run_1/m1.png
Bar = 50 um. Cells faint in the background.
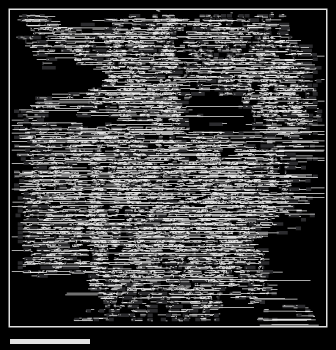
run_1/closeup.png
Window x 35 to 65, y 35 to 65 um. Cells in grey, sequential cells in the stronger grey; small squares are vias.
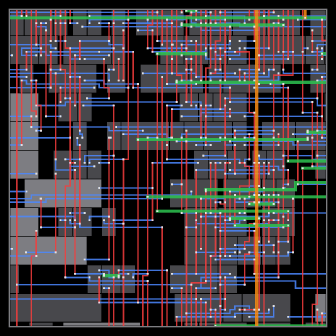
run_1/m2.png
Cells faint in the background.
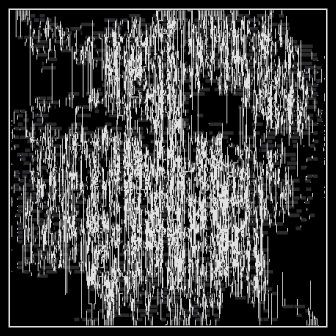
`config.mk`:
```
export PLATFORM = sky130hd
export DESIGN_NAME = verinject_inject_sequencer
export DESIGN_NICKNAME = d
export VERILOG_FILES = /design/src/rtl/verinject_seq_pkg.sv /design/src/rtl/verinject_inject_sequencer_lfsr16.sv /design/src/rtl/verinject_inject_sequencer.sv
export SDC_FILE = /design/constraint.sdc
export NUM_CORES = 1
export LEC_CHECK = 0
export CORE_MARGIN = 2
export CORE_UTILIZATION = 45
export DETAILED_ROUTE_END_ITERATION = 8
export GPL_ROUTABILITY_DRIVEN = 0
export PLACE_DENSITY = 0.75
export SLEW_MARGIN = 30
export SYNTH_ARGS = -nofsm -noshare
export SYNTH_HDL_FRONTEND = slang
export SYNTH_SLANG_ARGS = --single-unit
```
`constraint.sdc`:
```
create_clock -name clk -period 10.7 [get_ports clk]
set_clock_uncertainty 0.15 [all_clocks]
set_input_delay 2.14 -clock clk [delete_from_list [all_inputs] [get_ports clk]]
set_output_delay 2.14 -clock clk [all_outputs]
set_load 0.05 [all_outputs]
```
`src/rtl/verinject_seq_pkg.sv`:
```
// Purpose: shared types and constants for the verinject injection sequencer.
// Latency: n/a (package only).
// Backpressure: n/a; holds the mode/state enums, LFSR taps and the idle-code helper.
package verinject_seq_pkg;

  // Campaign modes as presented on the mode port; 2'd3 is reserved and rejected.
  typedef enum logic [1:0] {
    MODE_SWEEP  = 2'd0,
    MODE_SINGLE = 2'd1,
    MODE_RANDOM = 2'd2
  } mode_e;

  typedef enum logic [1:0] {
    ST_IDLE   = 2'd0,
    ST_PICK   = 2'd1,
    ST_INJECT = 2'd2,
    ST_GAP    = 2'd3
  } state_e;

  // Right-shifting Galois form of x^16 + x^14 + x^13 + x^11 + 1.
  localparam logic [15:0] LFSR_TAPS = 16'hB400;

  localparam int unsigned MAX_STATE_W = 64;

  // All-ones is the "no injection" code; callers cast down to their own width.
  function automatic logic [MAX_STATE_W-1:0] idle_value();
    return '1;
  endfunction

endpackage

```
`src/rtl/verinject_inject_sequencer_lfsr16.sv`:
```
// Purpose: 16-bit Galois LFSR used to draw random-mode bit indices.
// Latency: new value visible the cycle after advance is sampled.
// Backpressure: none; holds its value whenever advance is low.
// Ports: clk, rst (sync, active-high, reloads SEED), advance, lfsr (current state).
module verinject_lfsr16
  import verinject_seq_pkg::*;
#(
  parameter logic [15:0] SEED = 16'hACE1
) (
  input  logic        clk,
  input  logic        rst,
  input  logic        advance,
  output logic [15:0] lfsr
);

  logic [15:0] r_lfsr;

  always_ff @(posedge clk) begin
    if (rst) begin
      r_lfsr <= SEED;
    end else if (advance) begin
      r_lfsr <= r_lfsr[0] ? ((r_lfsr >> 1) ^ LFSR_TAPS) : (r_lfsr >> 1);
    end
  end

  assign lfsr = r_lfsr;

endmodule

```
`src/rtl/verinject_inject_sequencer.sv`:
```
// Purpose: drives the injector state word through sweep, single-shot or random campaigns.
// Latency: first injected index one cycle after start is sampled (random adds >=1 pick cycle).
// Backpressure: none; stop aborts to idle next cycle, start is only honoured while idle.
// Ports: clk/rst, start/stop/mode/loop, lo/hi/range_mask indices, dwell/gap/n_slots counts;
//        outputs inject_state (all-ones = idle), busy, done/err pulses, inj_count.
module verinject_inject_sequencer
  import verinject_seq_pkg::*;
#(
  parameter int unsigned STATE_W   = 32,
  parameter int unsigned CNT_W     = 16,
  parameter logic [15:0] LFSR_SEED = 16'hACE1
) (
  input  logic               clk,
  input  logic               rst,
  input  logic               start,
  input  logic               stop,
  input  logic [1:0]         mode,
  input  logic               loop,
  input  logic [STATE_W-1:0] lo_index,
  input  logic [STATE_W-1:0] hi_index,
  input  logic [STATE_W-1:0] range_mask,
  input  logic [CNT_W-1:0]   dwell,
  input  logic [CNT_W-1:0]   gap,
  input  logic [CNT_W-1:0]   n_slots,
  output logic [STATE_W-1:0] inject_state,
  output logic               busy,
  output logic               done,
  output logic               err,
  output logic [STATE_W-1:0] inj_count
);

  state_e             r_state;
  logic [1:0]         r_mode;
  logic               r_loop;
  logic [STATE_W-1:0] r_lo, r_hi, r_mask, r_cur;
  logic [CNT_W-1:0]   r_dwell_m1, r_gap, r_slots, r_cnt;
  logic [STATE_W-1:0] r_inject_state, r_inj_count;
  logic               r_busy, r_done, r_err;

  logic [STATE_W-1:0] w_ones;
  logic [15:0]        w_lfsr;
  logic [STATE_W:0]   w_cand;
  logic [STATE_W-1:0] w_slots_done;

  state_e             w_state_nxt, w_dec_state;
  logic [STATE_W-1:0] w_cur_nxt, w_dec_cur;
  logic [CNT_W-1:0]   w_cnt_nxt;
  logic               w_dec_finish, w_take_dec, w_done_nxt, w_err_nxt;
  logic               w_latch, w_count_inc, w_advance;

  assign w_ones = STATE_W'(idle_value());

  verinject_lfsr16 #(.SEED(LFSR_SEED)) u_lfsr (
    .clk     (clk),
    .rst     (rst),
    .advance (w_advance),
    .lfsr    (w_lfsr)
  );

  // Extra top bit catches lo + offset overflowing STATE_W; such picks are rejected.
  assign w_cand = {1'b0, r_lo} + {1'b0, ({{(STATE_W-16){1'b0}}, w_lfsr} & r_mask)};

  // Slots finished including the one that completes this cycle when leaving INJECT.
  assign w_slots_done = r_inj_count + ((r_state == ST_INJECT) ? STATE_W'(1) : '0);

  // What follows a completed injection (after its gap, if any).
  always_comb begin
    w_dec_state  = ST_IDLE;
    w_dec_cur    = r_cur;
    w_dec_finish = 1'b0;
    case (r_mode)
      MODE_SWEEP: begin
        // Compare before incrementing so cur never steps past hi into the idle code.
        if (r_cur < r_hi) begin
          w_dec_state = ST_INJECT;
          w_dec_cur   = r_cur + STATE_W'(1);
        end else if (r_loop) begin
          w_dec_state = ST_INJECT;
          w_dec_cur   = r_lo;
        end else begin
          w_dec_finish = 1'b1;
        end
      end
      MODE_RANDOM: begin
        if (w_slots_done < STATE_W'(r_slots)) w_dec_state = ST_PICK;
        else                                  w_dec_finish = 1'b1;
      end
      default: w_dec_finish = 1'b1;
    endcase
  end

  always_comb begin
    w_state_nxt = r_state;
    w_cur_nxt   = r_cur;
    w_cnt_nxt   = r_cnt;
    w_take_dec  = 1'b0;
    w_done_nxt  = 1'b0;
    w_err_nxt   = 1'b0;
    w_latch     = 1'b0;
    w_count_inc = 1'b0;
    w_advance   = 1'b0;
    case (r_state)
      ST_IDLE: begin
        if (start && !stop) begin
          if ((mode == 2'd3) || (lo_index > hi_index)) begin
            w_err_nxt = 1'b1;
          end else begin
            w_latch     = 1'b1;
            w_cur_nxt   = lo_index;
            w_cnt_nxt   = (dwell == '0) ? '0 : dwell - CNT_W'(1);
            w_state_nxt = (mode == MODE_RANDOM) ? ST_PICK : ST_INJECT;
          end
        end
      end
      ST_PICK: begin
        w_advance = 1'b1;
        if (w_cand <= {1'b0, r_hi}) begin
          w_state_nxt = ST_INJECT;
          w_cur_nxt   = w_cand[STATE_W-1:0];
          w_cnt_nxt   = r_dwell_m1;
        end
      end
      ST_INJECT: begin
        if (r_cnt != '0) begin
          w_cnt_nxt = r_cnt - CNT_W'(1);
        end else begin
          w_count_inc = 1'b1;
          if (r_gap != '0) begin
            w_state_nxt = ST_GAP;
            w_cnt_nxt   = r_gap - CNT_W'(1);
          end else begin
            w_take_dec = 1'b1;
          end
        end
      end
      ST_GAP: begin
        if (r_cnt != '0) w_cnt_nxt  = r_cnt - CNT_W'(1);
        else             w_take_dec = 1'b1;
      end
      default: w_state_nxt = ST_IDLE;
    endcase

    if (w_take_dec) begin
      w_state_nxt = w_dec_state;
      w_cur_nxt   = w_dec_cur;
      w_cnt_nxt   = r_dwell_m1;
      w_done_nxt  = w_dec_finish;
    end

    // Abort: no done pulse, and a completing injection is not counted.
    if (stop && (r_state != ST_IDLE)) begin
      w_state_nxt = ST_IDLE;
      w_done_nxt  = 1'b0;
      w_count_inc = 1'b0;
    end
  end

  always_ff @(posedge clk) begin
    if (rst) begin
      r_state        <= ST_IDLE;
      r_mode         <= 2'd0;
      r_loop         <= 1'b0;
      r_lo           <= '0;
      r_hi           <= '0;
      r_mask         <= '0;
      r_cur          <= '0;
      r_dwell_m1     <= '0;
      r_gap          <= '0;
      r_slots        <= '0;
      r_cnt          <= '0;
      r_inject_state <= '1;
      r_inj_count    <= '0;
      r_busy         <= 1'b0;
      r_done         <= 1'b0;
      r_err          <= 1'b0;
    end else begin
      r_state <= w_state_nxt;
      r_cur   <= w_cur_nxt;
      r_cnt   <= w_cnt_nxt;
      if (w_latch) begin
        r_mode      <= mode;
        r_loop      <= loop;
        r_lo        <= lo_index;
        r_hi        <= hi_index;
        r_mask      <= range_mask;
        r_dwell_m1  <= (dwell == '0) ? '0 : dwell - CNT_W'(1);
        r_gap       <= gap;
        r_slots     <= (n_slots == '0) ? CNT_W'(1) : n_slots;
        r_inj_count <= '0;
      end else if (w_count_inc) begin
        r_inj_count <= r_inj_count + STATE_W'(1);
      end
      // Outputs are registered from the next state so they line up with it.
      r_inject_state <= (w_state_nxt == ST_INJECT) ? w_cur_nxt : w_ones;
      r_busy         <= (w_state_nxt != ST_IDLE);
      r_done         <= w_done_nxt;
      r_err          <= w_err_nxt;
    end
  end

  assign inject_state = r_inject_state;
  assign busy         = r_busy;
  assign done         = r_done;
  assign err          = r_err;
  assign inj_count    = r_inj_count;

endmodule

```
==> results.yml, run 1 <==
# physical design summary
power:
  clock_power_share_pct: 34.8
  p_switching_mw: 1.06
  p_seq_share_pct: 36.2
  powerDensity_mw_per_mm2: 151
  power_mw: 3.06
  comb_power_share_pct: 29.0
  switching_share_pct: 34.7
  pg_comb_mw: 0.886
  p_int_mw: 2.00
  p_leak_nw: 7.83
  ir_drop_v: 0.000121
synth:
  synth_nets: 2492
  top_cell: "nand2_1"
  ys_area_sq_mm: 0.0170
  avgSynthCellArea_sq_um: 7.68
  async_reset_ff_share_pct: 0
  largest_area_cell: "dfxtp_1"
  synthFlopType: "dfxtp_1"
  ys_cells: 2207
  edf_count: 0
  syn_inst: 2207
  synth_warnings: 0
  synth_cell_type_count: 89
cells_and_area:
  sh_comb_area_pct: 53.1
  buffers: 218
  logic_area_sq_mm: 0.0108
  area_growth_pct: 19.7
  layout.nets: 2620
  ff_latch_area_sq_mm: 0.00529
  final_layout_top_logic_cells: "nand2_1, dfxtp_1, clkdlybuf4s50_1"
  drive_gt1_share_pct: 5.04
  antenna_cells: 0
  dominant-cell-class: "combinational gates"
  nClkBuffers: 40
  stdcell_count: 2870
  comb_cells: 1709
  fillers: 3505
clock_tree:
  cts-resized-gates: 0
  ctsHoldBuffers: 0
  ctsLongestPathBuffers: 3
  clkSinkCount: 264
  clock.latency.late_pin_ns: 0.59
  path_clk_slew_ns: 0.06
  numCtsBuffers: 30
  postCtsSetupBuffers: 0
  root_buffer: "clkbuf_16"
placement:
  io_buffers: 201
  pre_cts_slack_ns: 3.47
  place_area_sq_mm: 0.0193
  dp_cells: 2814
final_timing:
  worst_slack_ns: 3.28
  hold_viol: 0
  setup_viol: 0
  maxSlewViolCount: 0
  timing.fmax_ghz: 0.135
  fin_crit_sh_pct: 69.4
  worst_slew_pin_slew_ns: 1.08
  whs_ns: 0.301
floorplan:
  fp.dieW_um: 198
  core_sq_mm: 0.0374
  die_height_um: 198
  rows: 71
worst_setup_path:
  critPathKind: "register to register"
  crit_required_ns: 10.92
  cp-start-kind: "register"
  worstReg2RegStart: "u_lfsr.lfsr[0]"
  slowest_stage: "a21oi_1"
  cp.arrival_ns: 7.64
  path_buffers: 2
  path_delay_family: "AND-OR/OR-AND gates"
  path_depth: 21
  worstPathMaxFanout: 32
detailed_routing:
  drt_first_iter_violations: 1603
  drc: 0
  ant_nets: 0
  dr.pass1.iters: 6
worst_hold_path:
  holdPathEnd: "r_mask[0]"
  hold_class: "register to register"
  min_from: "r_mask[0]"
  whs_path_depth: 2
global_routing:
  overflow: 0
  antenna_found_initial: 0
  grt_max_degree: 100
status:
  status: "completed"
-- m1.png (at the start) --
main direction = horizontal
longest straight run = 46.7 um
wire length on this layer = 23.6 mm
Via Count: 17,100
met1 Usage GRT: 36.7%
final wirelength: 54.9 mm

-- closeup.png (at the start) --
red -> M2
orange -> M4
green -> M3
blue -> M1
netlist names of flops here include = r_hi (2)
cells with their middle in the window = 77
sequential cells in the window = 2
most frequent = nand2_1 (16), a21oi_1 (13), ha_1 (10)

-- m2.png (at the start) --
longest straight run = 77.5 um
nets with wire on the layer = 2,199
wire length on this layer = 24.2 mm
met2 global-route usage: 42.7%

run 1: routing by layer:
metal | GRT usage [%] | routed length [um] | vias to the layer above | part of all wire (%)
met5 | 0 | 0 | - | 0
met4 | 10.6 | 1910 | 0 | 3.5
met3 | 5.74 | 5280 | 147 | 9.6
met2 | 42.7 | 24200 | 799 | 44
met1 | 36.7 | 23600 | 8094 | 43
li1 | - | - | 8103 | -
run 1: flip-flops by register name, indices dropped and copies added (netlist names), 32 cells and up:
| register | flops |
|---|---|
| inject_state | 32 |
| inj_count | 32 |
| r_lo | 32 |
| r_cur | 32 |
| r_hi | 32 |
run 1: cells by family after synthesis:
family,after synthesis,synth area share (%)
simple gates,886,24.8
compound gates,533,20.2
flops,264,31.2
buf+inv,234,5.48
fa+ha+maj,134,9.93
xor+xnor,116,5.99
mux,40,2.45
run_1/m3.png
Bar = 50 um. Cells faint in the background.
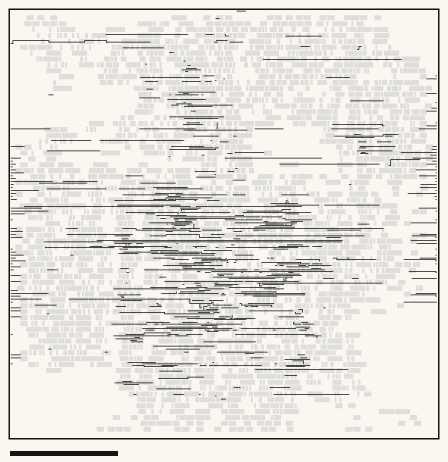

## Run 2: what changed since run 1
--- a/config.mk
+++ b/config.mk
@@ -9,7 +9,7 @@
 export CORE_UTILIZATION = 45
 export DETAILED_ROUTE_END_ITERATION = 8
 export GPL_ROUTABILITY_DRIVEN = 0
-export PLACE_DENSITY = 0.75
+export PLACE_DENSITY = 0.78
 export SLEW_MARGIN = 30
 export SYNTH_ARGS = -nofsm -noshare
 export SYNTH_HDL_FRONTEND = slang
==> constraint.sdc (replaced) <==
create_clock -name clk -period 6.1 [get_ports clk]
set_clock_uncertainty 0.15 [all_clocks]
set_input_delay 1.22 -clock clk [delete_from_list [all_inputs] [get_ports clk]]
set_output_delay 1.22 -clock clk [all_outputs]
set_load 0.05 [all_outputs]
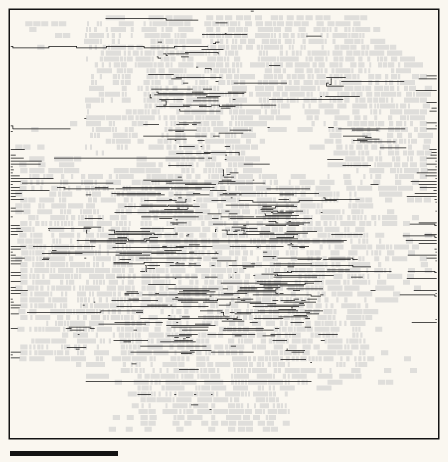
run_2/m3.png
Bar = 50 um. Cells faint in the background.
share of all routed wire = 9.4%
nets with wire on the layer = 339
wire length on this layer = 5,180 um
final wirelength: 55.2 mm
Via Count: 17,200
grt met3 use: 4.65%

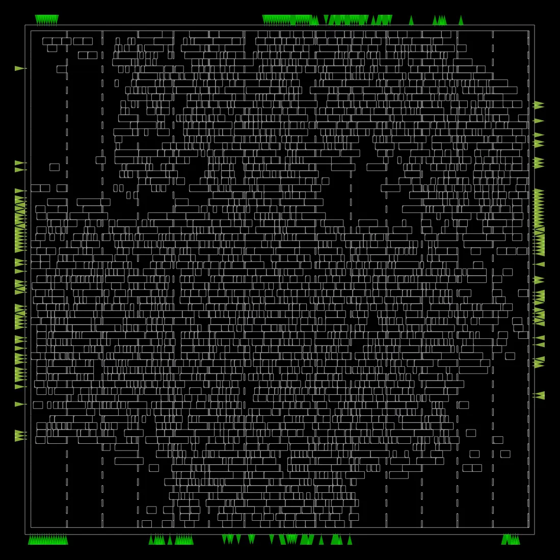
run_2/placed.png
Core Region: 0.0374 sq mm
flip-flops: 264
final core occ: 55.6%
Final Instance Count excl. Fillers: 2,919
site row count: 71

==> results.yml, run 2 <==
# physical design summary
worst_hold_path:
  hold_class: "register to register"
  min_from: "r_slots[3]"
  holdPathEnd: "r_slots[3]"
  whs_path_depth: 2
global_routing:
  grt.met2_usage_pct: 44.3
  busiest_layer: "met2"
  antenna_found_initial: 0
  grt_max_degree: 76
  overflow: 0
  grt_usage_pct: 27.4
  gr-usage-met1_pct: 36.9
final_timing:
  timing.fmax_ghz: 0.172
  finalSetupTns_ns: 0
  worst_slew_pin_slew_ns: 0.945
  slew_headroom_pct: 37.0
  whs_ns: 0.304
  fin_crit_ns: 5.81
  hold_viol: 0
  worst_slack_ns: 0.294
  maxSlewViolCount: 0
  fin_crit_sh_pct: 95.2
  setup_viol: 0
clock_tree:
  numCtsBuffers: 30
  path_clk_slew_ns: 0.06
  clkSinkCount: 264
  clock.latency.late_pin_ns: 0.57
  htreeDepth: 1
  cts-resized-gates: 0
  ctsHoldBuffers: 0
  root_buffer: "clkbuf_16"
  postCtsSetupBuffers: 0
  cts_tree: "yes"
  ctsLongestPathBuffers: 3
worst_setup_path:
  r2r_slack_ns: 0.29
  critPathKind: "register to register"
  cpMostUsedCell: "buf_4"
  slowest_stage: "or4_1"
  cp-start-kind: "register"
  end_kind: "register"
  cp.arrival_ns: 6.15
  endpoint: "r_cur[7]"
  worstReg2RegStart: "r_mask[0]"
  r2r_end: "r_cur[7]"
  worstPathMaxFanout: 9
  crit_required_ns: 6.44
  critPathMaxStageDelay_ns: 0.58
cells_and_area:
  final_layout_top_logic_cells: "nand2_1, dfxtp_1, clkdlybuf4s50_1"
  drive_gt1_share_pct: 6.94
  layout_top_cell: "nand2_1"
  stdcell_area_sq_mm: 0.0208
  layout.nets: 2670
  area_growth_pct: 22.7
  fillers: 3410
  antenna_cells: 0
synth:
  ys_cells: 2207
  synthFlopType: "dfxtp_1"
  synth_flops: 264
  async_reset_ff_share_pct: 0
  synth_nets: 2492
  ys_area_sq_mm: 0.0170
  synth_cell_type_count: 89
  ys_seq_share_pct: 31.2
  edf_count: 0
  synth_warnings: 0
  synth-adder-area-share_pct: 9.93
  syn_inst: 2207
  synth.comb.largest_family: "simple AND/OR/NAND/NOR gates"
  simple_gate_area_share_pct: 24.8
  avgSynthCellArea_sq_um: 7.68
  xor_area_share_pct: 5.99
  largest_area_cell: "dfxtp_1"
  yosys-top-cells-area: "dfxtp_1, ha_1, nand2_1"
  top_cell: "nand2_1"
  common_cells: "nand2_1, dfxtp_1, a21oi_1"
  syn-cell-area_sq_mm: 0.0170
  synthMuxAreaShare_pct: 2.45
  aoi_share_pct: 20.2
placement:
  pre_cts_slack_ns: 0.356
  dp_cells: 2864
  hpwl_mm: 41.4
  io_buffers: 201
  place_area_sq_mm: 0.0197
power:
  p_int_mw: 3.70
  clock_power_share_pct: 35.5
  p_seq_mw: 1.95
  power_mw: 5.56
  ir_drop_v: 0.000223
  pg_comb_mw: 1.63
  comb_power_share_pct: 29.4
  switching_share_pct: 33.4
  p_leak_nw: 8.14
  clock_net_power_mw: 1.97
  powerDensity_mw_per_mm2: 267
  p_seq_share_pct: 35.1
  p_switching_mw: 1.86
job:
  drv_cap: 0
  warnings: 42
floorplan:
  initCoreUtil_pct: 45.3
  fp.dieW_um: 198
  die_area_sq_mm: 0.0392
  ios: 218
  die_height_um: 198
detailed_routing:
  top_layer: "met4"
  wl_met1_mm: 23.5
  wl_met2_mm: 24.6
  wl_met3_mm: 5.18
  drc: 0
  dr.pass1.iters: 6
  ant_nets: 0
  drt_first_iter_violations: 1641
status:
  status: "completed"
-- run 2: netlist changes by cell type in the layout (fill, tap and decap cells not counted), sizes merged --
cell	change
clkinv	-3
clkinvlp	-1
inv	-1
clkbuf	+1
bufinv	+3
buf	+50
-- run 2: cell type report --
| cell class | instances | area [sq um] | area share, % |
|---|---|---|---|
| sequential | 264 | 5290 | 25.4 |
| clock buffer | 41 | 883 | 4.25 |
| multi-input combinational | 1709 | 10800 | 51.8 |
| tap | 511 | 639 | 3.07 |
| inverter | 112 | 420 | 2.02 |
| clock inverter | 14 | 205 | 0.986 |
| timing repair buffer | 268 | 2590 | 12.4 |
-- run 2: critical path: cells and delay by family (launching register included) --
family	cells	cell delay, ns
buf+inv	4	0.60
compound gates	7	1.86
fa+ha+maj	3	0.95
xor+xnor	1	0.17
simple gates	8	1.70
flops	1	0.32
Power figures rest on the tool's default switching activity, not on a simulated workload.
